File: src/rtl/fpro_arb_pkg.sv
// Shared types and constants for the two-master FPro MMIO arbiter.
package fpro_arb_pkg;

    typedef enum logic [1:0] {
        IDLE = 2'd0,
        BUS  = 2'd1,
        ACK  = 2'd2
    } arb_state_t;

    localparam int DEF_ADDR_W = 21;
    localparam int DEF_DATA_W = 32;

    localparam logic M0 = 1'b0;
    localparam logic M1 = 1'b1;

endpackage

File: src/rtl/rr_arb2.sv
// Combinational two-way grant: round-robin on last grant, or fixed priority to master 0.
module rr_arb2
    import fpro_arb_pkg::*;
(
    input  logic [1:0] req_i,
    input  logic [1:0] mask_i,
    input  logic       last_i,
    input  logic       fixed_prio_i,
    output logic       gnt_vld_o,
    output logic       gnt_idx_o
);

    logic [1:0] eff_req_s;

    // Resolve the winner among unmasked requesters
    always_comb begin
        eff_req_s = req_i & ~mask_i;
        gnt_vld_o = |eff_req_s;
        case (eff_req_s)
            2'b01:   gnt_idx_o = M0;
            2'b10:   gnt_idx_o = M1;
            2'b11:   gnt_idx_o = fixed_prio_i ? M0 : ~last_i;
            default: gnt_idx_o = M0;
        endcase
    end

endmodule

File: src/rtl/fpro_mmio_arbiter.sv
// Shares the FPro MMIO bus between two masters: one-cycle registered strobe, then one-cycle ack.
module fpro_mmio_arbiter
    import fpro_arb_pkg::*;
#(
    parameter int ADDR_W     = DEF_ADDR_W,
    parameter int DATA_W     = DEF_DATA_W,
    parameter int FIXED_PRIO = 0
) (
    input  logic              clk,
    input  logic              reset,
    input  logic              m0_req,
    input  logic              m0_wr,
    input  logic [ADDR_W-1:0] m0_addr,
    input  logic [DATA_W-1:0] m0_wr_data,
    output logic              m0_ack,
    output logic [DATA_W-1:0] m0_rd_data,
    input  logic              m1_req,
    input  logic              m1_wr,
    input  logic [ADDR_W-1:0] m1_addr,
    input  logic [DATA_W-1:0] m1_wr_data,
    output logic              m1_ack,
    output logic [DATA_W-1:0] m1_rd_data,
    output logic              fp_mmio_cs,
    output logic              fp_wr,
    output logic              fp_rd,
    output logic [ADDR_W-1:0] fp_addr,
    output logic [DATA_W-1:0] fp_wr_data,
    input  logic [DATA_W-1:0] fp_rd_data
);

    arb_state_t        state_q;
    logic              sel_q;
    logic              last_q;
    logic              m0_ack_q, m1_ack_q;
    logic [DATA_W-1:0] m0_rd_q, m1_rd_q;
    logic              cs_q, wr_q, rd_q;
    logic [ADDR_W-1:0] addr_q;
    logic [DATA_W-1:0] wdata_q;

    logic [1:0]        mask_s;
    logic              gnt_vld_s;
    logic              gnt_idx_s;
    logic              wr_d;
    logic [ADDR_W-1:0] addr_d;
    logic [DATA_W-1:0] wdata_d;

    // In ACK the master being acknowledged is still holding req; keep it out of the grant
    always_comb begin
        if (state_q == ACK) begin
            mask_s = sel_q ? 2'b10 : 2'b01;
        end else begin
            mask_s = 2'b00;
        end
    end

    rr_arb2 u_arb (
        .req_i        ({m1_req, m0_req}),
        .mask_i       (mask_s),
        .last_i       (last_q),
        .fixed_prio_i (FIXED_PRIO != 0),
        .gnt_vld_o    (gnt_vld_s),
        .gnt_idx_o    (gnt_idx_s)
    );

    // Request fields of the prospective winner
    always_comb begin
        if (gnt_idx_s == M1) begin
            wr_d    = m1_wr;
            addr_d  = m1_addr;
            wdata_d = m1_wr_data;
        end else begin
            wr_d    = m0_wr;
            addr_d  = m0_addr;
            wdata_d = m0_wr_data;
        end
    end

    // Arbiter FSM with registered bus strobes, acks and captured read data
    always_ff @(posedge clk) begin
        if (reset) begin
            state_q  <= IDLE;
            sel_q    <= M0;
            last_q   <= M1;
            m0_ack_q <= 1'b0;
            m1_ack_q <= 1'b0;
            m0_rd_q  <= '0;
            m1_rd_q  <= '0;
            cs_q     <= 1'b0;
            wr_q     <= 1'b0;
            rd_q     <= 1'b0;
            addr_q   <= '0;
            wdata_q  <= '0;
        end else begin
            case (state_q)
                IDLE, ACK: begin
                    m0_ack_q <= 1'b0;
                    m1_ack_q <= 1'b0;
                    if (gnt_vld_s) begin
                        state_q <= BUS;
                        sel_q   <= gnt_idx_s;
                        last_q  <= gnt_idx_s;
                        cs_q    <= 1'b1;
                        wr_q    <= wr_d;
                        rd_q    <= ~wr_d;
                        addr_q  <= addr_d;
                        wdata_q <= wdata_d;
                    end else begin
                        state_q <= IDLE;
                    end
                end
                BUS: begin
                    state_q <= ACK;
                    cs_q    <= 1'b0;
                    wr_q    <= 1'b0;
                    rd_q    <= 1'b0;
                    if (sel_q == M1) begin
                        m1_ack_q <= 1'b1;
                        if (rd_q) begin
                            m1_rd_q <= fp_rd_data;
                        end else begin
                            m1_rd_q <= m1_rd_q;
                        end
                    end else begin
                        m0_ack_q <= 1'b1;
                        if (rd_q) begin
                            m0_rd_q <= fp_rd_data;
                        end else begin
                            m0_rd_q <= m0_rd_q;
                        end
                    end
                end
                default: begin
                    state_q  <= IDLE;
                    cs_q     <= 1'b0;
                    wr_q     <= 1'b0;
                    rd_q     <= 1'b0;
                    m0_ack_q <= 1'b0;
                    m1_ack_q <= 1'b0;
                end
            endcase
        end
    end

    assign m0_ack     = m0_ack_q;
    assign m1_ack     = m1_ack_q;
    assign m0_rd_data = m0_rd_q;
    assign m1_rd_data = m1_rd_q;
    assign fp_mmio_cs = cs_q;
    assign fp_wr      = wr_q;
    assign fp_rd      = rd_q;
    assign fp_addr    = addr_q;
    assign fp_wr_data = wdata_q;

endmodule

File: config.mk
export PLATFORM = sky130hd
export DESIGN_NAME = fpro_mmio_arbiter
export DESIGN_NICKNAME = d
export VERILOG_FILES = /design/src/rtl/fpro_arb_pkg.sv /design/src/rtl/rr_arb2.sv /design/src/rtl/fpro_mmio_arbiter.sv
export SDC_FILE = /design/constraint.sdc
export NUM_CORES = 1
export LEC_CHECK = 0
export ABC_AREA = 1
export CORE_ASPECT_RATIO = 1.2
export CORE_MARGIN = 1.5
export CORE_UTILIZATION = 45
export CTS_BUF_LIST = sky130_fd_sc_hd__clkbuf_4
export CTS_CLUSTER_SIZE = 8
export DETAILED_ROUTE_END_ITERATION = 7
export PLACE_DENSITY_LB_ADDON = 0.3
export SYNTH_ARGS = -nofsm -noshare
export SYNTH_HDL_FRONTEND = slang
export SYNTH_SLANG_ARGS = --single-unit
File: constraint.sdc
create_clock -name clk -period 3.9 [get_ports clk]
set_input_delay 1.17 -clock clk [delete_from_list [all_inputs] [get_ports clk]]
set_output_delay 1.17 -clock clk [all_outputs]
set_load 0.005 [all_outputs]
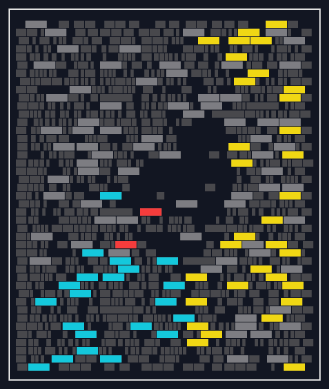
run_1/ff_map.png
Scale: 3 px per um. Other sequential cells in the stronger gray, the rest of the logic in the fainter gray.
color	signal	flops
red	state_q	2
cyan	fp_addr	21
yellow	m0_rd_data	32
sequential power: 1.44 mW
Register Area: 0.00252 mm^2
Seq/total area: 30.2%

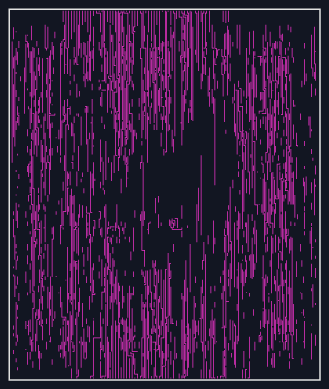
run_1/m2.png
Scale: 3 px per um.
nets with wire on the layer	896
share of all routed wire	49%
wire length on this layer	8010 um
GR Util met2: 43.4%
final wirelength: 16.2 mm
via count: 5763

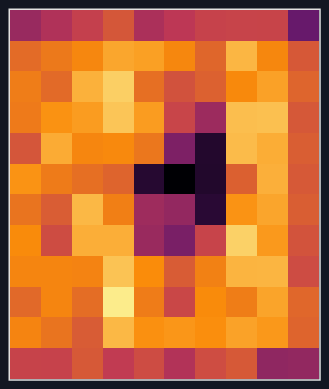
run_1/util_map.png
Scale: 3 px per um. The die is cut into 10 by 12 equal tiles; black is low, pale yellow is high, 0 to 100% covered.
fullest tile	96%
mean over tiles	64%
tiles over 75% full	30%
nearly empty tiles	0.80%
emptiest ninth of the die	center
FP Core Util: 46.5%
core area: 0.0116 mm^2
Final Util: 71.9%

==> run 1: cell type report <==
class	instances	area, um^2	share of cell area (%)
Inverter	63	239	2.86
Tap cell	157	196	2.35
Antenna cell	1	2.50	0.0300
Multi-Input combinational cell	542	2290	27.4
Sequential cell	126	2520	30.2
Clock inverter	15	243	2.91
Timing Repair Buffer	274	2730	32.7
Clock buffer	17	128	1.53
==> run 1: routing by layer <==
metal  share of wire (%)  routed length [um]  GRT usage (%)
met3                  11                1710           10.9
met5                   0                   0              0
met1                  38                6160           27.8
met2                  49                8010           43.4
met4                 2.2                 355           8.61
==> run 1: worst max-delay path by stage <==
| stage | from | end | slack, ns | depth (start not counted) |
|---|---|---|---|---|
| 5_1_grt | fp_rd$_SDFFE_PP0P_ | fp_rd | 1.14 | 1 |
| 3_3_place_gp | reset | m1_rd_data[10]$_SDFFE_PP0P_ | 1.10 | 5 |
| 2_1_floorplan | reset | m1_rd_data[16]$_SDFFE_PP0P_ | 1.92 | 6 |
| 4_1_cts | fp_rd$_SDFFE_PP0P_ | fp_rd | 1.21 | 1 |
| 3_5_place_dp | m0_req | fp_addr[20]$_SDFFE_PP0P_ | 1.09 | 8 |
| 6_report | fp_rd$_SDFFE_PP0P_ | fp_rd | 1.26 | 1 |
==> run 1: kinds of logic after synthesis <==
group / count (synthesis) / synth area share [%]
AND-OR/OR-AND: 68 / 6.32
flip-flops: 126 / 46.6
buffers and inverters: 115 / 11.0
AND/OR/NAND/NOR: 474 / 36.0
==> run 1: flip-flops by register name, summed over array words and instances (netlist names) <==
register and flops:
fp_wr_data 32, m0_rd_data 32, m1_rd_data 32, fp_addr 21
state_q 2, fp_mmio_cs 1, fp_rd 1, fp_wr 1
last_q 1, m0_ack 1, m1_ack 1, sel_q 1
==> metrics.yaml, run 1 <==
placed_design:
  hpwl_mm: 11.3
  port-buffer-count: 265
global_route:
  antenna_found_initial: 1
clock_tree:
  cts_max_level: 4
  post_cts_resized: 0
  numClockSinks: 126
cells_and_area:
  final_common_cell: "clkdlybuf4s50_1"
  fillCellCount: 994
  nets: 1168
  final_cell_mix: "clkdlybuf4s50_1, nand2_1, nor2_1"
  area_growth_pct: 54.5
routing:
  drc: 0
  antenna_left: 0
  drt_iter0_drc: 233
power_and_ir_drop:
  p_int_mw: 2.41
  p_comb_mw: 0.695
  maxPowerGroup: "registers"
synth:
  edf_count: 0
  synthTopCellsByArea: "dfxtp_1, nand2_1, nand3_1"
  fp_nets: 927
  flop_cell: "dfxtp_1"
  synth.cell_area_mm2: 0.00541
  top_area_cell: "dfxtp_1"
floorplanning:
  die_height_um: 123
  num_io_pins: 266
min_path:
  hp-start: "fp_mmio_cs$_SDFFE_PP0P_"
setup_path:
  path_delay_family: "buffers and inverters"
  reg2reg_depth: 8
  r2r_end: "fp_addr[10]$_SDFFE_PP0P_"
  arrival_ns: 1.47
  endpoint_kind: "output port"
final_timing:
  timing.final.ws_setup_ns: 1.26
  skew_ns: 0.0163
  setup_tns_ns: 0
  finalClockPeriodUsage_pct: 67.8
outcome:
  status: "finished, final reports clean"
run:
  stage_log_warnings: 26
## Run 2: what changed since run 1
--- a/config.mk
+++ b/config.mk
@@ -8,7 +8,7 @@
 export ABC_AREA = 1
 export CORE_ASPECT_RATIO = 1.2
 export CORE_MARGIN = 1.5
-export CORE_UTILIZATION = 45
+export CORE_UTILIZATION = 42
 export CTS_BUF_LIST = sky130_fd_sc_hd__clkbuf_4
 export CTS_CLUSTER_SIZE = 8
 export DETAILED_ROUTE_END_ITERATION = 7
==> constraint.sdc (replaced) <==
create_clock -name clk -period 2.45 [get_ports clk]
set_input_delay 0.735 -clock clk [delete_from_list [all_inputs] [get_ports clk]]
set_output_delay 0.735 -clock clk [all_outputs]
set_load 0.005 [all_outputs]
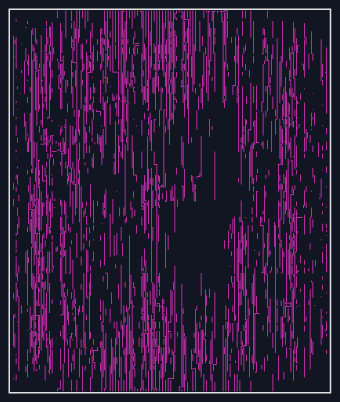
run_2/m2.png
Scale: 3 px per um.
longest straight run	44.9 um
main direction	vertical
wire length on this layer	7940 um
via count: 5801
GR Util met2: 41.8%
final wirelength: 16.3 mm

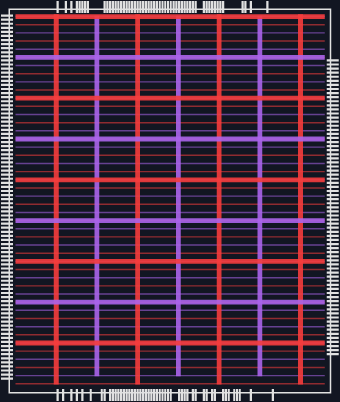
run_2/floorplan.png
Scale: 3 px per um. Pins as bars on the die edge.
color	net
red	VSS
purple	VDD
met1 rails	46
met5 straps	9
signal pins	266
rows	45
met4 straps	7
core area: 0.0126 mm^2
die height: 127 um

==> run 2 against run 1 <==
Critical path type unchanged. Critical endpoint unchanged. Global-route usage decreased by 1.1 points. Die size up 7.0%. Register-to-register slack got worse by 1.4 ns. Wire length grew 0.52%.
==> metrics.yaml, run 2 <==
outcome:
  status: "finished, final reports clean"
global_route:
  met3_usage_pct: 9.18
  met1_usage_pct: 26.4
setup_path:
  arrival_ns: 1.49
cells_and_area:
  final_common_cell: "clkdlybuf4s50_1"
  clkCellAreaFrac_pct: 3.88
  nets: 1174
  seq_area_share_pct: 29.9
  nFlopsAndLatches: 126
  comb_area_mm2: 0.00229
  nNonClkBuffers: 280
  fillCellCount: 1162
routing:
  antenna_left: 0
  wl_met2_mm: 7.94
placed_design:
  port-buffer-count: 265
synth:
  flop_cell: "dfxtp_1"
  top_area_cell: "dfxtp_1"
floorplanning:
  taps: 164
run:
  stage_log_warnings: 26
final_timing:
  timing.final.ws_setup_ns: 0.227
==> run 2: cell counts after synthesis <==
Identical to the previous run, type by type.
==> run 2: final timing paths <==
check | startpoint | endpoint | slack, ns | depth (start not counted)
setup / recovery | fp_rd$_SDFFE_PP0P_ | fp_rd | 0.23 | 1
hold / removal | fp_mmio_cs$_SDFFE_PP0P_ | fp_mmio_cs$_SDFFE_PP0P_ | 0.48 | 2
setup reg to reg | state_q[0]$_SDFF_PP0_ | m0_rd_data[26]$_SDFFE_PP0P_ | 0.81 | 7
hold reg to reg | fp_mmio_cs$_SDFFE_PP0P_ | fp_mmio_cs$_SDFFE_PP0P_ | 0.48 | 2
==> run 2: report_power, final <==
group / switching [mW] / leakage, nW / internal (mW)
clock network: 0.812 / 0.166 / 0.823
registers: 0.0854 / 1.03 / 2.20
logic: 0.494 / 2.63 / 0.646
==> run 2: metrics by stage <==
step	area, um^2	cells	utilization (%)	hold slack (ns)	power, mW
after detailed placement	8100	1175	64.2	0.457	3.48
after CTS	8420	1207	66.8	0.482	5.13
after global placement	8100	1175	64.2	0.443	3.46
final	8430	1208	66.8	0.476	5.06
after floorplan	5410	783	-	0.446	2.84
after global routing	8430	1208	66.8	0.506	5.32
==> run 2: cells by family (layout without fill, tap and decap cells) <==
kind of cell / count (synthesis) / after routing / synth area share [%]
compound gates: 68 / 68 / 6.32
buf+inv: 115 / 375 / 11.0
flops: 126 / 126 / 46.6
other cells: 0 / 1 / 0
simple gates: 474 / 474 / 36.0
==> run 2: worst min-delay path, stage by stage (launching register included) <==
cell and delay (ns):
dfxtp_1 0.33, nand2_1 0.06, nand2_1 0.05
Power and IR drop assume default switching activity.
